<file path="src/rtl/digi_ota_array.sv">
// digi_ota_array: array of digital OTA channels, each in comparator or saturating-integrator mode.
module digi_ota_array #(
  parameter int CHANNELS = 2,
  parameter int WIDTH    = 6,
  parameter int FILT     = 2
) (
  input  logic                      clk,
  input  logic                      rst,
  input  logic                      en,
  input  logic                      mode,
  input  logic [1:0]                gm,
  input  logic [CHANNELS-1:0]       vip,
  input  logic [CHANNELS-1:0]       vin,
  output logic [CHANNELS-1:0]       out,
  output logic [CHANNELS-1:0]       out_oe,
  output logic [CHANNELS*WIDTH-1:0] level,
  output logic [CHANNELS-1:0]       sat
);
  localparam logic [WIDTH-1:0] MAX = '1;
  localparam logic [WIDTH-1:0] MID = WIDTH'(1 << (WIDTH - 1));
  localparam logic [WIDTH-1:0] HI  = WIDTH'(3 << (WIDTH - 2));
  localparam logic [WIDTH-1:0] LO  = WIDTH'(1 << (WIDTH - 2));
  localparam logic [3:0]       FL  = 4'(FILT);
  localparam logic [1:0]       EQ  = 2'b00;
  localparam logic [1:0]       DN  = 2'b01;
  localparam logic [1:0]       UP  = 2'b10;
  logic [CHANNELS-1:0] p1_q, p2_q, n1_q, n2_q;
  logic                mode_q;
  logic [WIDTH:0]      step;
  assign step = (WIDTH+1)'(gm) + (WIDTH+1)'(1);
  always_ff @(posedge clk) begin
    mode_q <= mode;
    if (rst) begin
      p1_q <= '0;
      p2_q <= '0;
      n1_q <= '0;
      n2_q <= '0;
    end else begin
      p1_q <= vip;
      p2_q <= p1_q;
      n1_q <= vin;
      n2_q <= n1_q;
    end
  end
  for (genvar c = 0; c < CHANNELS; c++) begin : g_ch
    logic [1:0]       dec, cand_q, cand_d, qual_q, qual_d;
    logic [3:0]       cnt_q, cnt_d;
    logic [WIDTH-1:0] lvl_q, lvl_d;
    logic [WIDTH:0]   sum;
    logic             out_q, out_d, oe_q, oe_d, sat_q, sat_d;
    always_comb begin
      dec    = (p2_q[c] == n2_q[c]) ? EQ : (p2_q[c] ? UP : DN);
      cand_d = dec;
      cnt_d  = (dec != cand_q) ? 4'd1 : (cnt_q >= FL) ? cnt_q : cnt_q + 4'd1;
      qual_d = (cnt_d >= FL) ? dec : qual_q;
      sum    = (qual_q == UP) ? {1'b0, lvl_q} + step : {1'b0, lvl_q} - step;
      // a carry or borrow out of the top bit means the step overshot a bound
      lvl_d  = (!mode || qual_q == EQ) ? lvl_q :
               sum[WIDTH] ? {WIDTH{qual_q == UP}} : sum[WIDTH-1:0];
      out_d  = mode ? ((lvl_d >= HI) ? 1'b1 : (lvl_d <= LO) ? 1'b0 : out_q)
                    : ((qual_q == UP) ? 1'b1 : (qual_q == DN) ? 1'b0 : out_q);
      oe_d   = mode || (qual_q != EQ);
      if (!en) begin
        cand_d = cand_q;
        cnt_d  = cnt_q;
        qual_d = qual_q;
        lvl_d  = lvl_q;
        out_d  = out_q;
        oe_d   = 1'b0;
      end
      if (mode != mode_q) begin
        lvl_d = MID;
        out_d = out_q;
      end
      sat_d = (lvl_d == '0) || (lvl_d == MAX);
    end
    always_ff @(posedge clk) begin
      if (rst) begin
        cand_q <= EQ;
        cnt_q  <= '0;
        qual_q <= EQ;
        lvl_q  <= MID;
        out_q  <= 1'b0;
        oe_q   <= 1'b0;
        sat_q  <= 1'b0;
      end else begin
        cand_q <= cand_d;
        cnt_q  <= cnt_d;
        qual_q <= qual_d;
        lvl_q  <= lvl_d;
        out_q  <= out_d;
        oe_q   <= oe_d;
        sat_q  <= sat_d;
      end
    end
    assign out[c]                   = out_q;
    assign out_oe[c]                = oe_q;
    assign sat[c]                   = sat_q;
    assign level[c*WIDTH +: WIDTH]  = lvl_q;
  end
endmodule

</file>
<file path="config.mk">
export PLATFORM = sky130hd
export DESIGN_NAME = digi_ota_array
export DESIGN_NICKNAME = d
export VERILOG_FILES = /design/src/rtl/digi_ota_array.sv
export SDC_FILE = /design/constraint.sdc
export NUM_CORES = 1
export LEC_CHECK = 0
export ABC_AREA = 1
export ABC_CLOCK_PERIOD_IN_PS = 8400
export CORE_ASPECT_RATIO = 2
export CORE_MARGIN = 1.5
export CORE_UTILIZATION = 64
export CTS_BUF_LIST = sky130_fd_sc_hd__clkbuf_8
export CTS_CLUSTER_SIZE = 8
export DETAILED_ROUTE_END_ITERATION = 8
export PLACE_DENSITY_LB_ADDON = 0.08
export SLEW_MARGIN = 25
export SYNTH_ARGS = -nofsm -noshare
export SYNTH_HDL_FRONTEND = slang
export SYNTH_SLANG_ARGS = --single-unit
</file>
<file path="constraint.sdc">
create_clock -name clk -period 8.4 [get_ports clk]
set_input_delay 1.68 -clock clk [delete_from_list [all_inputs] [get_ports clk]]
set_output_delay 1.68 -clock clk [all_outputs]
set_load 0.005 [all_outputs]
</file>
==> changes_impl.md, run 1 <==
### Metrics

* Cell Int Power at 361 uW
* #FFs+latches synth at 43
* Synth cell count leaders: 76 x nand2_1, 66 x nor2_1, 47 x inv_1
* Seq pwr share at 0.405
* Largest net degree at the start of global routing at 26
* Switching portion of total power at 0.361
* Crit path buf inv count at 3
* Logic family by area: simple AND/OR/NAND/NOR gates
* R2R Path End: g_ch[1].sat_q$_SDFF_PP0_
* Comb area at 0.00167 mm^2
* Placement Cell Area at 0.00310 mm^2
* Critical R2R Launch: g_ch[1].qual_q[0]$_SDFFE_PP0P_
* Ys cells at 414
* Vias in the first global route at 2,648
* Status: completed
* End of the critical path: g_ch[1].sat_q$_SDFF_PP0_
* GR Util All Layers at 0.277
* Flip-flop and latch power at 229 uW
* Vias at 2,635
* CTS Hold Buffers Added at 0
* Power Total at 565 uW
* Cell with the most instances after synthesis: nand2_1
* Antenna cells at 0
* Cts repair resizes at 0
* Crit path from: gm[0]
* NumNets Final at 462
* Clk. pwr at 132 uW
* Area leader share at 0.303
* Comb pwr at 204 uW
* DRC violations left at 0
run 1: state kept, by name, summed over array words and instances (netlist names):
register     flops
g_ch.cnt_q       8
n1_q             2
g_ch.sat_q       2
g_ch.out_q       2
g_ch.qual_q      4
g_ch.cand_q      4
g_ch.oe_q        2
p2_q             2
g_ch.lvl_q      12
n2_q             2
p1_q             2
mode_q           1
run 1: logic make-up (layout without fill, tap and decap cells):
family	after synthesis	count (layout)
AND-OR/OR-AND	70	70
flip-flops	43	43
AND/OR/NAND/NOR	198	198
buffers and inverters	73	93
XOR/XNOR	12	12
adder cells (fa/ha/maj)	18	18
**Run 1: cell sizes after repair**

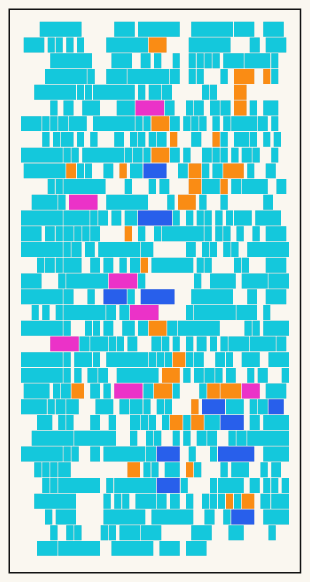
size	color	cells	share
x3 and x4	blue	11	2.5%
x6 and larger	magenta	7	1.6%
x1 and smaller	cyan	384	88%
x2	orange	32	7.4%

**Run 1: a small window of the routed layout**

Region (28, 63) to (48, 83) um. Cells in gray, sequential cells in the stronger gray; small squares are vias.
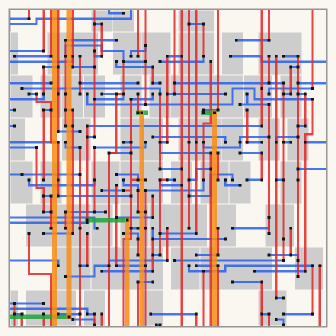
layer	color
M1	blue
M2	red
M4	orange
M3	green
sequential cells in the window	0
most frequent	nand2_1 (15)
cells with their middle in the window	53

**Run 1: I/O pins on the die edge**

The bar under the picture is 20 um long. Pins as bars across the die edge, other pins in gray.
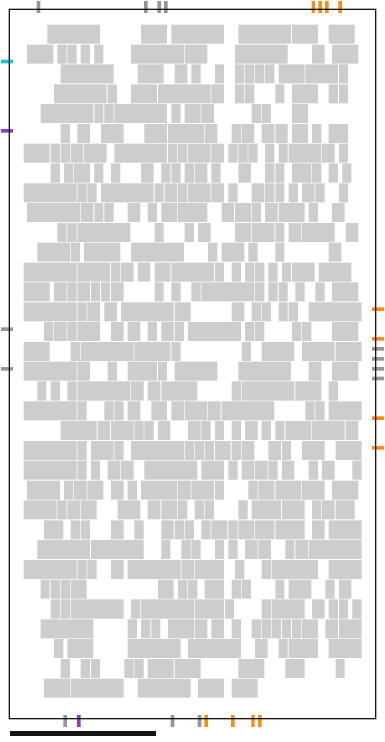
port	color	pins	direction	edge
`level`	orange	12	output	4 east, 4 north, 4 south
`vip`	purple	2	input	1 west, 1 south
`clk`	cyan	1	input	west

**Run 1: cell placement**

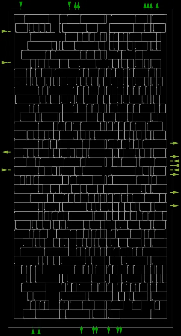
Flop Count: 43
num rows: 34
final std cells w/o fill: 488
fin util: 0.742
core area: 0.00430 mm^2

==> inputs of run 2 (changes only) <==
ABC_CLOCK_PERIOD_IN_PS = 4600   (was 8400)
CORE_UTILIZATION = 59   (was 64)
clock period = 4.6 ns   (was 8.4 ns; I/O delays follow)
**Run 2: cell sizes after repair**

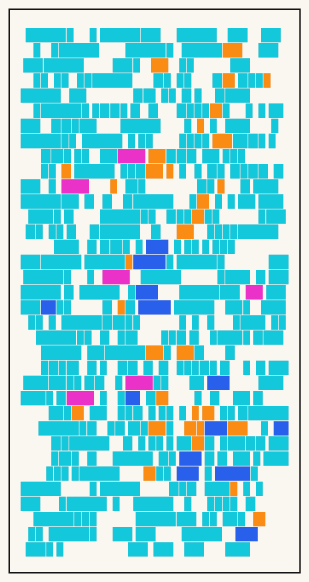
size	color	cells	share
x6 and larger	magenta	6	1.4%
x3 and x4	blue	13	3.0%
x2	orange	32	7.3%
x1 and smaller	cyan	385	88%
Final WS setup: 0.758 ns
Final Cell Area: 0.00320 mm^2

==> run 2 against run 1 <==
Largest power group unchanged. Clock power rose by 76%. Synthesized cell count did not move. Global-route usage fell by 1.3 points.
==> changes_impl.md, run 2 <==
### Metrics

* Ys cells at 414
* Crit path buf inv count at 3
* Vias at 2,651
* CTS Hold Buffers Added at 0
* End of the critical path: g_ch[1].sat_q$_SDFF_PP0_
* Flop Count at 43
* Comb area at 0.00167 mm^2
* Largest registers: g_ch.lvl_q (12), g_ch.cnt_q (8)
* Critical R2R Launch: g_ch[1].qual_q[0]$_SDFFE_PP0P_
* Cts repair resizes at 0
* R2R Path End: g_ch[1].sat_q$_SDFF_PP0_
* Vias in the first global route at 2,684
* DRC violations left at 0
* Cell with the most instances after synthesis: nand2_1
* Clk. pwr at 232 uW
* Largest net degree at the start of global routing at 26
* Core area at 0.00460 mm^2
* Flip-flop and latch power at 418 uW
* #FFs+latches synth at 43
* Cell Int Power at 645 uW
* Crit path from: gm[0]
* Most flop-heavy register: g_ch.lvl_q
* Antenna cells at 0
* Seq pwr share at 0.409
* Status: completed
* Num rows at 35
* Power Total at 1020 uW
* Comb pwr at 372 uW
**Run 2: cell placement**

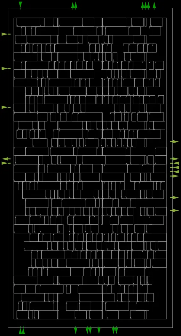
final std cells w/o fill: 491
tap cells: 55

## run 2: cell counts after synthesis
No cell type changed its count.
## run 2: per-stage QoR
step / instance area (um^2) / std cells / setup slack (ns) / util
finish: 3200 / 491 / 0.758 / 0.695
global route: 3200 / 491 / 0.479 / 0.695
CTS: 3200 / 491 / 0.772 / 0.695
detailed placement: 3110 / 483 / 0.463 / 0.676
global placement: 3110 / 483 / 0.553 / 0.676
floorplan: 2840 / 414 / 1.43 / -
## run 2: logic make-up after synthesis
family                   share of synthesized area
adder cells (fa/ha/maj)                     0.0847
buffers and inverters                        0.107
AND-OR/OR-AND                                0.146
XOR/XNOR                                    0.0370
flip-flops                                   0.303
AND/OR/NAND/NOR                              0.322
==> inputs of run 3 (changes only) <==
ABC_CLOCK_PERIOD_IN_PS = 3400   (was 4600)
CORE_UTILIZATION = 54   (was 59)
clock period = 3.4 ns   (was 4.6 ns; I/O delays follow)
**Run 3: local utilization**

5 x 11 tiles, from white (low) to dark blue (high), 0 to 100% covered.
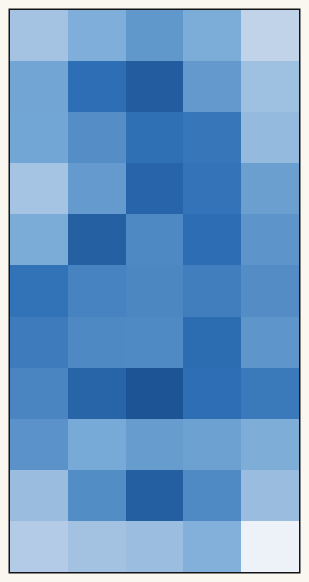
tiles over 75% full	16%
fullest tile	86%
mean over tiles	58%
core area: 0.00509 mm^2
fin util: 0.670

**Run 3: cell placement**

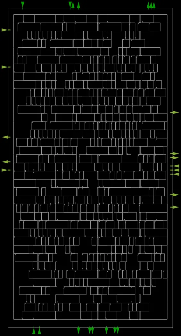
tap cells: 58
flop share of the area: 0.252

==> run 3 against run 2 <==
Sequential cell count stayed put. Non-clock buffer count increased by 19. Largest power group unchanged. Die size grew 8.8%. Worst hold slack got worse by 0.023 ns. Area after synthesis unchanged. Wire length increased by 4.3%. Register-to-register slack got worse by 1.2 ns. First-iteration DRC count shrank 9.1%.
==> changes_impl.md, run 3 <==
### Metrics

* Seq pwr share at 0.383
* DRC violations left at 0
* Simple-Gate Area Share at 0.322
* Largest registers: g_ch.lvl_q (12), g_ch.cnt_q (8)
* Final std cells w/o fill at 513
* Vias at 2,668
* Mux area share at 0
* Max FFs per register at 12
* #FFs+latches synth at 43
* Switching portion of total power at 0.359
* Critical R2R Launch: g_ch[1].qual_q[0]$_SDFFE_PP0P_
* Cell with the most instances after synthesis: nand2_1
* Cts repair resizes at 0
* CTS Hold Buffers Added at 0
* Power Total at 1480 uW
* Antenna cells at 0
* Clk. pwr at 357 uW
* Post-Place Cells at 503
* Largest net degree at the start of global routing at 25
* Status: completed
* Yosys aoi share at 0.146
* XORs/XNORs by Area at 0.0370
* R2R Path End: g_ch[1].sat_q$_SDFF_PP0_
## run 3: cell counts after synthesis
Identical to the previous run, type by type.
## run 3: metrics by stage
step / worst slack, ns / TNS, ns / util / instance area (um^2)
floorplan: 0.465 / 0 / - / 2840
global placement: -0.235 / -0.936 / 0.637 / 3240
detailed placement: -0.239 / -1.40 / 0.637 / 3240
CTS: 0.0665 / 0 / 0.656 / 3340
global route: -0.00222 / -0.00222 / 0.670 / 3410
finish: 0.174 / 0 / 0.670 / 3410
## run 3: layout make-up
cell class                      instances  area (um^2)  share of cell area
Multi-Input combinational cell        298         1730               0.506
Timing Repair Buffer                   48          428               0.126
Inverter                               58          223              0.0653
Clock buffer                            7         96.3              0.0283
Sequential cell                        43          861               0.252
Clock inverter                          1         3.75             0.00110
Tap cell                               58         72.6              0.0213
No activity file was given, so power comes from the tool's default toggle rates.
